Figure 1. Placement view (run 1).
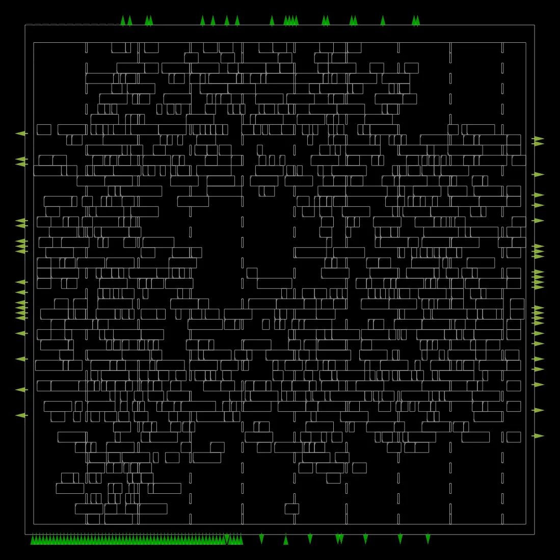
Figure 2. Nets reached from selected ports (run 1).
Bar = 50 um.
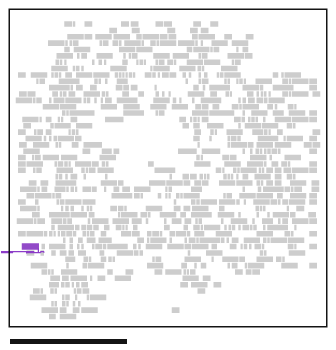
Figure 3. Register map, names as in the netlist (run 1).
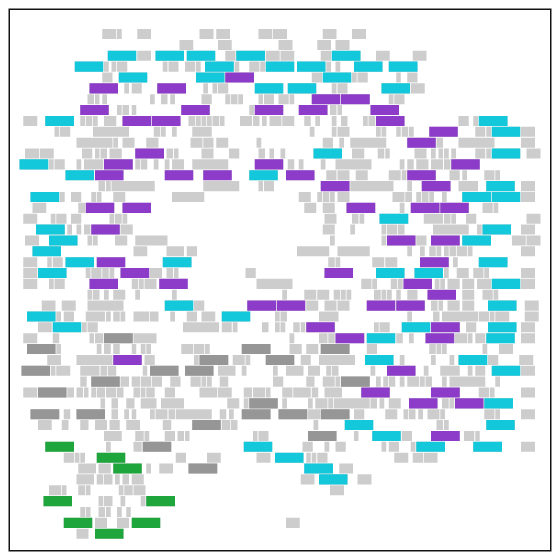
===== config.mk =====
export PLATFORM = sky130hd
export DESIGN_NAME = dna_reader_p2_flat
export DESIGN_NICKNAME = d
export VERILOG_FILES = /design/src/rtl/dna_reader_p2_if.sv /design/src/rtl/dna_reader_p2.sv /design/src/flat_wrapper.sv
export SDC_FILE = /design/constraint.sdc
export NUM_CORES = 1
export LEC_CHECK = 0
export CORE_MARGIN = 2
export CORE_UTILIZATION = 35
export DETAILED_ROUTE_END_ITERATION = 8
export PLACE_DENSITY_LB_ADDON = 0.3
export SYNTH_ARGS = -nofsm -noshare
export SYNTH_HDL_FRONTEND = slang
export SYNTH_SLANG_ARGS = --single-unit

===== constraint.sdc =====
create_clock -name CLK4 -period 5.25 [get_ports CLK4]
set_clock_uncertainty 0.1 [all_clocks]
set_input_delay 1.05 -clock CLK4 [delete_from_list [all_inputs] [get_ports CLK4]]
set_output_delay 1.05 -clock CLK4 [all_outputs]
set_load 0.01 [all_outputs]

===== src/rtl/dna_reader_p2_if.sv =====
// dna_reader_p2 bus: read request, DNA primitive control/data and result.
// Instance parameter ID_W must match the reader it connects to.
interface dna_reader_p2_if #(
  parameter int ID_W = 57,
  parameter int CW   = $clog2(ID_W + 1)
) ();
  logic              START;
  logic [ID_W-1:0]   EXPECT;
  logic              DNA_DOUT;
  logic              DNA_READ;
  logic              DNA_SHIFT;
  logic              DNA_CLK;
  logic [ID_W+CW:0]  DNA_CODE;
  logic              VALID;
  logic              BUSY;
  logic              MATCH;

  modport master (
    output START, EXPECT, DNA_DOUT,
    input  DNA_READ, DNA_SHIFT, DNA_CLK,
    input  DNA_CODE, VALID, BUSY, MATCH
  );

  modport slave (
    input  START, EXPECT, DNA_DOUT,
    output DNA_READ, DNA_SHIFT, DNA_CLK,
    output DNA_CODE, VALID, BUSY, MATCH
  );
endinterface


===== src/rtl/dna_reader_p2.sv =====
// Device-DNA serial reader: ID, popcount and parity in one code word.
// Define DNA_MATCH_EN to enable the EXPECT comparator driving MATCH.
module dna_reader_p2 #(
  parameter int ID_W       = 57,
  parameter int DIV        = 1,
  parameter int AUTO_START = 1
) (
  input  logic CLK4,
  input  logic RST,
  dna_reader_p2_if.slave bus
);
  localparam int CW = $clog2(ID_W + 1);

  typedef enum logic [3:0] {
    IDLE, LD_RD, LD_CKH, LD_CKL, ARM,
    SAMPLE, SH_CKH, SH_CKL, FINAL, DONE
  } state_t;

  // control word {busy, read, shift, clk}
  localparam logic [3:0] C_OFF  = 4'b0000;
  localparam logic [3:0] C_RD   = 4'b1100;
  localparam logic [3:0] C_RDCK = 4'b1101;
  localparam logic [3:0] C_SH   = 4'b1010;
  localparam logic [3:0] C_SHCK = 4'b1011;
  localparam logic [3:0] C_FIN  = 4'b1000;

  localparam logic [7:0]    DIVM1 = 8'(DIV - 1);
  localparam logic [CW-1:0] LAST  = CW'(ID_W - 1);

  state_t            r_state;
  logic [3:0]        r_ctl;
  logic [7:0]        r_div;
  logic [CW-1:0]     r_cnt;
  logic [CW-1:0]     r_pop;
  logic [ID_W-1:0]   r_raw;
  logic [ID_W+CW:0]  r_code;
  logic              r_valid;
  logic              r_match;
  logic              r_auto;
  logic              w_eq;

`ifdef DNA_MATCH_EN
  assign w_eq = (r_raw == bus.EXPECT);
`else
  assign w_eq = 1'b0;
`endif

  always_ff @(posedge CLK4) begin
    if (RST) begin
      r_state <= IDLE;
      r_ctl   <= C_OFF;
      r_div   <= '0;
      r_cnt   <= '0;
      r_pop   <= '0;
      r_raw   <= '0;
      r_code  <= '0;
      r_valid <= 1'b0;
      r_match <= 1'b0;
      r_auto  <= (AUTO_START != 0);
    end else begin
      case (r_state)
        IDLE: begin
          if (bus.START || r_auto) begin
            r_state <= LD_RD;
            r_ctl   <= C_RD;
            r_auto  <= 1'b0;
            r_cnt   <= '0;
            r_pop   <= '0;
          end
        end
        LD_RD: begin
          r_state <= LD_CKH;
          r_ctl   <= C_RDCK;
          r_div   <= DIVM1;
        end
        LD_CKH: begin
          if (r_div == 8'd0) begin
            r_state <= LD_CKL;
            r_ctl   <= C_RD;
            r_div   <= DIVM1;
          end else begin
            r_div <= r_div - 8'd1;
          end
        end
        LD_CKL: begin
          if (r_div == 8'd0) begin
            r_state <= ARM;
            r_ctl   <= C_SH;
          end else begin
            r_div <= r_div - 8'd1;
          end
        end
        ARM: begin
          r_state <= SAMPLE;
          r_ctl   <= C_SH;
        end
        SAMPLE: begin
          // first bit read drifts down to the raw LSB
          r_raw <= {bus.DNA_DOUT, r_raw[ID_W-1:1]};
          r_pop <= r_pop + CW'(bus.DNA_DOUT);
          r_cnt <= r_cnt + 1'b1;
          if (r_cnt != LAST) begin
            r_state <= SH_CKH;
            r_ctl   <= C_SHCK;
            r_div   <= DIVM1;
          end else begin
            r_state <= FINAL;
            r_ctl   <= C_FIN;
          end
        end
        SH_CKH: begin
          if (r_div == 8'd0) begin
            r_state <= SH_CKL;
            r_ctl   <= C_SH;
            r_div   <= DIVM1;
          end else begin
            r_div <= r_div - 8'd1;
          end
        end
        SH_CKL: begin
          if (r_div == 8'd0) begin
            r_state <= SAMPLE;
            r_ctl   <= C_SH;
          end else begin
            r_div <= r_div - 8'd1;
          end
        end
        FINAL: begin
          r_code  <= {r_raw, r_pop, ^{r_raw, r_pop}};
          r_valid <= 1'b1;
          r_match <= w_eq;
          r_state <= DONE;
          r_ctl   <= C_OFF;
        end
        DONE: begin
          if (bus.START) begin
            r_state <= LD_RD;
            r_ctl   <= C_RD;
            r_valid <= 1'b0;
            r_match <= 1'b0;
            r_cnt   <= '0;
            r_pop   <= '0;
          end
        end
        default: begin
          r_state <= IDLE;
          r_ctl   <= C_OFF;
          r_code  <= '0;
          r_valid <= 1'b0;
          r_match <= 1'b0;
        end
      endcase
    end
  end

  assign bus.BUSY      = r_ctl[3];
  assign bus.DNA_READ  = r_ctl[2];
  assign bus.DNA_SHIFT = r_ctl[1];
  assign bus.DNA_CLK   = r_ctl[0];
  assign bus.DNA_CODE  = r_code;
  assign bus.VALID     = r_valid;
  assign bus.MATCH     = r_match;
endmodule

===== src/flat_wrapper.sv =====
// flat-port wrapper written by rule: the top's interface ports become plain ports
module dna_reader_p2_flat 
#(
  parameter int ID_W       = 57,
  parameter int DIV        = 1,
  parameter int AUTO_START = 1
)
  (CLK4, RST, bus_START, bus_EXPECT, bus_DNA_DOUT, bus_DNA_READ, bus_DNA_SHIFT, bus_DNA_CLK, bus_DNA_CODE, bus_VALID, bus_BUSY, bus_MATCH);
  dna_reader_p2_if #(.ID_W(ID_W)) bus_i ();
  input  logic CLK4;
  input  logic RST;
  input wire logic [$bits(bus_i.START)-1:0] bus_START;
  input wire logic [$bits(bus_i.EXPECT)-1:0] bus_EXPECT;
  input wire logic [$bits(bus_i.DNA_DOUT)-1:0] bus_DNA_DOUT;
  output wire logic [$bits(bus_i.DNA_READ)-1:0] bus_DNA_READ;
  output wire logic [$bits(bus_i.DNA_SHIFT)-1:0] bus_DNA_SHIFT;
  output wire logic [$bits(bus_i.DNA_CLK)-1:0] bus_DNA_CLK;
  output wire logic [$bits(bus_i.DNA_CODE)-1:0] bus_DNA_CODE;
  output wire logic [$bits(bus_i.VALID)-1:0] bus_VALID;
  output wire logic [$bits(bus_i.BUSY)-1:0] bus_BUSY;
  output wire logic [$bits(bus_i.MATCH)-1:0] bus_MATCH;
  assign bus_i.START = bus_START;
  assign bus_i.EXPECT = bus_EXPECT;
  assign bus_i.DNA_DOUT = bus_DNA_DOUT;
  assign bus_DNA_READ = bus_i.DNA_READ;
  assign bus_DNA_SHIFT = bus_i.DNA_SHIFT;
  assign bus_DNA_CLK = bus_i.DNA_CLK;
  assign bus_DNA_CODE = bus_i.DNA_CODE;
  assign bus_VALID = bus_i.VALID;
  assign bus_BUSY = bus_i.BUSY;
  assign bus_MATCH = bus_i.MATCH;
  dna_reader_p2 #(.ID_W(ID_W), .DIV(DIV), .AUTO_START(AUTO_START)) u_core (.CLK4(CLK4), .RST(RST), .bus(bus_i));
endmodule

==> reports/results.ini, run 1 <==
[flow_run]
timing.max_cap.violations = 0

[synth]
floorplan.nets = 760
synth-compound-area-share = 0.162
seq_total_area_yosys = 0.502
synth.ff_latch_count = 151
ys_sh_adder = 0.0145
netlist.area_leader.share = 0.502
synthMuxAreaShare = 0.00166
yosysUniqueCellTypes = 41

[sta]
finalWorstSetupSlack_ns = 2.42
worst_hold_slack_ns = 0.369

[pwr]
total_power_uw = 2500
power.static_leakage_uw = 0.00252
power.share.sequential = 0.465
peakVddDrop_mv = 0.218
comb_power_share = 0.033
largestPowerGroup = the clock network

[finish]
fin_cells = 971
final_cell_mix = sky130_fd_sc_hd__dfxtp_1 (151), sky130_fd_sc_hd__nand2_1 (128), sky130_fd_sc_hd__nor2_1 (92)
final_cell_area_um2 = 7520
inverters = 5
area.growth.synth_to_final_pct = 24.7
buffers_excl_clock = 77
nonClkBufAreaFrac = 0.101

[detailed_routing]
met2_wirelength_um = 5900
detail_route.iter0.violations = 280
met3_length_um = 659
wl_per_cell_um = 13.6
wirelength_met1_um = 6440

[die]
die_y_um = 135
design.core.area_um2 = 16700

[min_path]
hold_depth = 2
min_delay_worst_endpoint = u_core.bus.VALID

[status]
run_status = finished clean

[place]
dp.final_hpwl_um = 8120
numPlacedInstances = 940

[worst_setup_path]
timing.rr.end = u_core.r_cnt[5]
ff2ff_setup_slack_ns = 2.57
worstPathRequired_ns = 5.50
critPathLaunchType = primary input
crit_fanout = 8
cp_slowest_cell = sky130_fd_sc_hd__clkdlybuf4s50_1
reg2reg_from = u_core.r_state[0]
timing.critical_path.buf_inv = 1

[clocking]
cts_tree = yes
clock_latency_ns = 0.42

[global_routing]
grt_util_met3 = 0.0415

Notes on Figure 1 above:
number of tap cells added at floorplan: 220
number of filler instances in the final layout: 1,646
final core occ: 0.450

Notes on Figure 2 above:
Purple marks bus_DNA_CLK, bits 1, direction output, edge left, end cells 1, buffers 1, wire 20.1 um.
Top-Level Pins: 131
Port-buffer cells: 72

Notes on Figure 3 above:
Green marks u_core.r_div, placed flops 8, where lower left. Purple marks u_core.r_raw, placed flops 57. Cyan marks u_core.bus.DNA_CODE, placed flops 64, where all over the die.
Another 22 sequential cells are not coloured.
storage element area: 3020 um^2
sequential portion of the cell area: 0.402
sequential power: 1160 uW

==> run 2: changes to the inputs <==
==> constraint.sdc (replaced) <==
create_clock -name CLK4 -period 2.8 [get_ports CLK4]
set_clock_uncertainty 0.1 [all_clocks]
set_input_delay 0.56 -clock CLK4 [delete_from_list [all_inputs] [get_ports CLK4]]
set_output_delay 0.56 -clock CLK4 [all_outputs]
set_load 0.01 [all_outputs]
Figure 4. Register map, names as in the netlist (run 2).
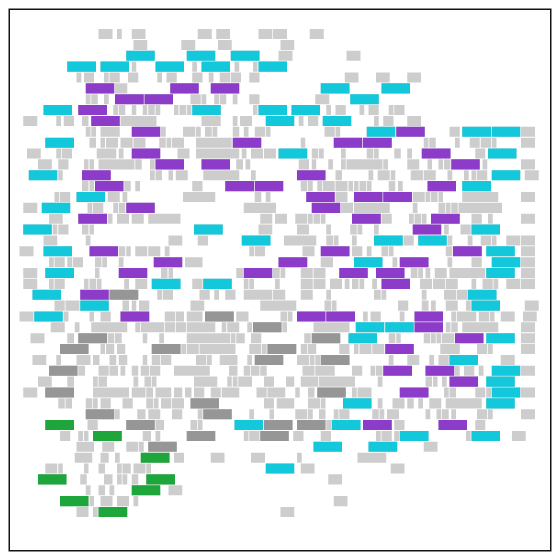
Green marks u_core.r_div, placed flops 8, where lower left. Cyan marks u_core.bus.DNA_CODE, placed flops 64, where all over the die. Purple marks u_core.r_raw, placed flops 57.
sequential portion of the cell area: 0.397
final core occ: 0.456
sequential power: 2180 uW

Figure 5. Wiring by layer (run 2).
Two of the layers only.
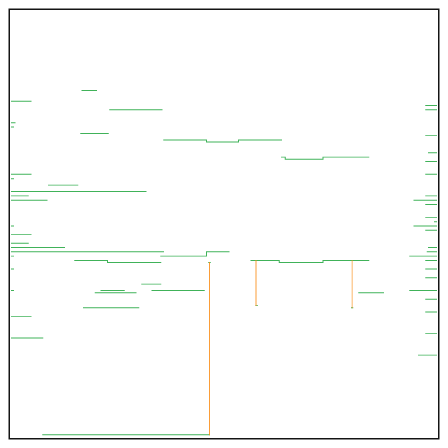
Green marks met3, wire length 584 um. Orange marks met4, wire length 83.6 um.
overall via count from detail_route: 4,671
total routed wirelength: 13,200 um
routed len/inst: 13.5 um

Figure 6. Nets reached from selected ports (run 2).
Bar = 50 um.
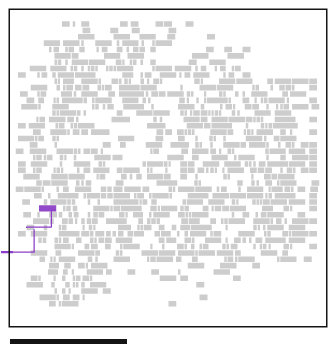
Purple marks bus_DNA_CLK, bits 1, direction output, edge left, end cells 1, buffers 1, wire 39.5 um.

==> run 2 against run 1 <==
Effect of this change:
- non-clock buffer count rose by 7
- cell area rose by 1.2%
- sequential cell count did not move
- cell count rose by 0.82%
- clock-buffer cell count fell by 1
- synthesized cell count did not move
- via count fell by 2.0%
- largest power group unchanged
==> reports/results.ini, run 2 <==
[synth]
seq_total_area_yosys = 0.502  ; unchanged
floorplan.nets = 760  ; unchanged
synth-compound-area-share = 0.162  ; unchanged
synthMuxAreaShare = 0.00166  ; unchanged
ys_sh_adder = 0.0145  ; unchanged
yosysUniqueCellTypes = 41  ; unchanged

[detailed_routing]
met3_length_um = 584  ; -11%
wirelength_met1_um = 6730  ; +4.6%
detail_route.iter0.violations = 222  ; -21%

[pwr]
peakVddDrop_mv = 0.443  ; +100%
total_power_uw = 4750  ; +90%
largestPowerGroup = the clock network

[place]
dp.final_hpwl_um = 8270  ; +1.9%
numPlacedInstances = 947  ; +0.74%

[worst_setup_path]
ff2ff_setup_slack_ns = 0.49  ; -2.08 ns
timing.critical_path.buf_inv = 0  ; -1
critPathLaunchType = register

[min_path]
min_delay_worst_endpoint = u_core.bus.VALID
hold_depth = 2  ; unchanged

[die]
die_y_um = 135  ; unchanged
taps = 220  ; unchanged
design.core.area_um2 = 16700  ; unchanged
top_level_ports = 131  ; unchanged

[finish]
nonClkBufAreaFrac = 0.111  ; +0.0106
sequential_cell_area_um2 = 3020  ; unchanged
fillerInstances = 1665  ; +1.2%
area.growth.synth_to_final_pct = 26.2
fin_cells = 979  ; +0.82%
final_cell_mix = sky130_fd_sc_hd__dfxtp_1 (151), sky130_fd_sc_hd__nand2_1 (128), sky130_fd_sc_hd__nor2_1 (92)
buffers_excl_clock = 84  ; +9.1%

[clocking]
cts_tree = yes

[global_routing]
grt_util_met3 = 0.0513  ; +0.00973

[status]
run_status = finished clean

==> run 3: changes to the inputs <==
==> constraint.sdc (replaced) <==
create_clock -name CLK4 -period 1.9 [get_ports CLK4]
set_clock_uncertainty 0.1 [all_clocks]
set_input_delay 0.38 -clock CLK4 [delete_from_list [all_inputs] [get_ports CLK4]]
set_output_delay 0.38 -clock CLK4 [all_outputs]
set_load 0.01 [all_outputs]
Figure 7. M2 wires (run 3).
Bar = 50 um.
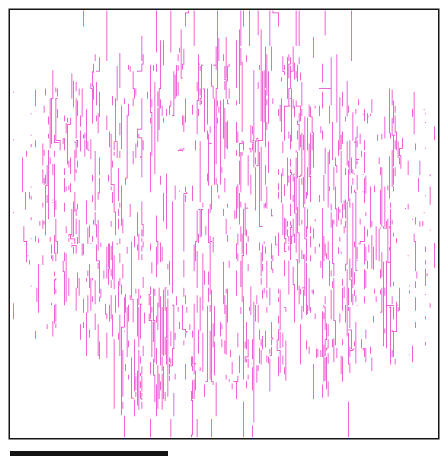
The layer carries 6,210 um of wire. 659 nets have wire on it.
total routed wirelength: 14,100 um
global routing usage on met2: 0.239
overall via count from detail_route: 5,046

Figure 8. Wiring by layer (run 3).
Two of the layers only.
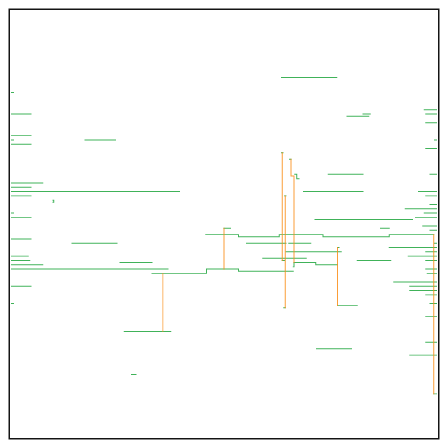
Orange marks met4, wire length 203 um. Green marks met3, wire length 695 um.
total global-route track usage: 0.160
routed len/inst: 13.4 um

Figure 9. Nets reached from selected ports (run 3).
Bar = 50 um.
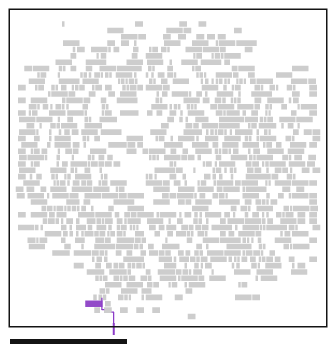
Purple marks bus_DNA_CLK, bits 1, direction output, edge bottom, end cells 1, buffers 1, wire 12.6 um.

==> run 3 against run 2 <==
Effect of this change:
- the run now ends with negative setup slack left
- critical path depth increased by 1
- sequential power increased by 47%
- combinational power increased by 94%
- critical path type unchanged
- largest cell class unchanged
==> reports/results.ini, run 3 <==
[place]
numPlacedInstances = 1019  ; +7.6%
dp.final_hpwl_um = 9060  ; +9.7%

[pwr]
seq_cell_power_uw = 3200  ; +47%
total_power_uw = 7030  ; +48%
largestPowerGroup = the clock network

[synth]
synthMuxAreaShare = 0.00166  ; unchanged
seq_total_area_yosys = 0.502  ; unchanged
synth-compound-area-share = 0.162  ; unchanged
yosysUniqueCellTypes = 41  ; unchanged
ys_sh_adder = 0.0145  ; unchanged
floorplan.nets = 760  ; unchanged

[finish]
final_core_utilization = 0.499  ; +0.0431
fillerInstances = 1605  ; -3.6%
fin_cells = 1052  ; +7.5%
final_cell_mix = sky130_fd_sc_hd__dfxtp_1 (140), sky130_fd_sc_hd__nand2_1 (128), sky130_fd_sc_hd__nor2_1 (84)

[worst_setup_path]
ff2ff_setup_slack_ns = -0.15  ; -0.63 ns
timing.critical_path.buf_inv = 0  ; unchanged
critPathLaunchType = register

[sta]
finalSetupViolations = 1
finalWorstSetupSlack_ns = -0.146

[status]
failed_checks = negative setup slack
run_status = finished, violations left

[die]
die_y_um = 135  ; unchanged
taps = 220  ; unchanged

[detailed_routing]
detail_route.iter0.violations = 288  ; +30%

[min_path]
min_delay_worst_endpoint = u_core.r_cnt[1]
hold_depth = 2  ; unchanged

Power is estimated from default activity; no workload was simulated.
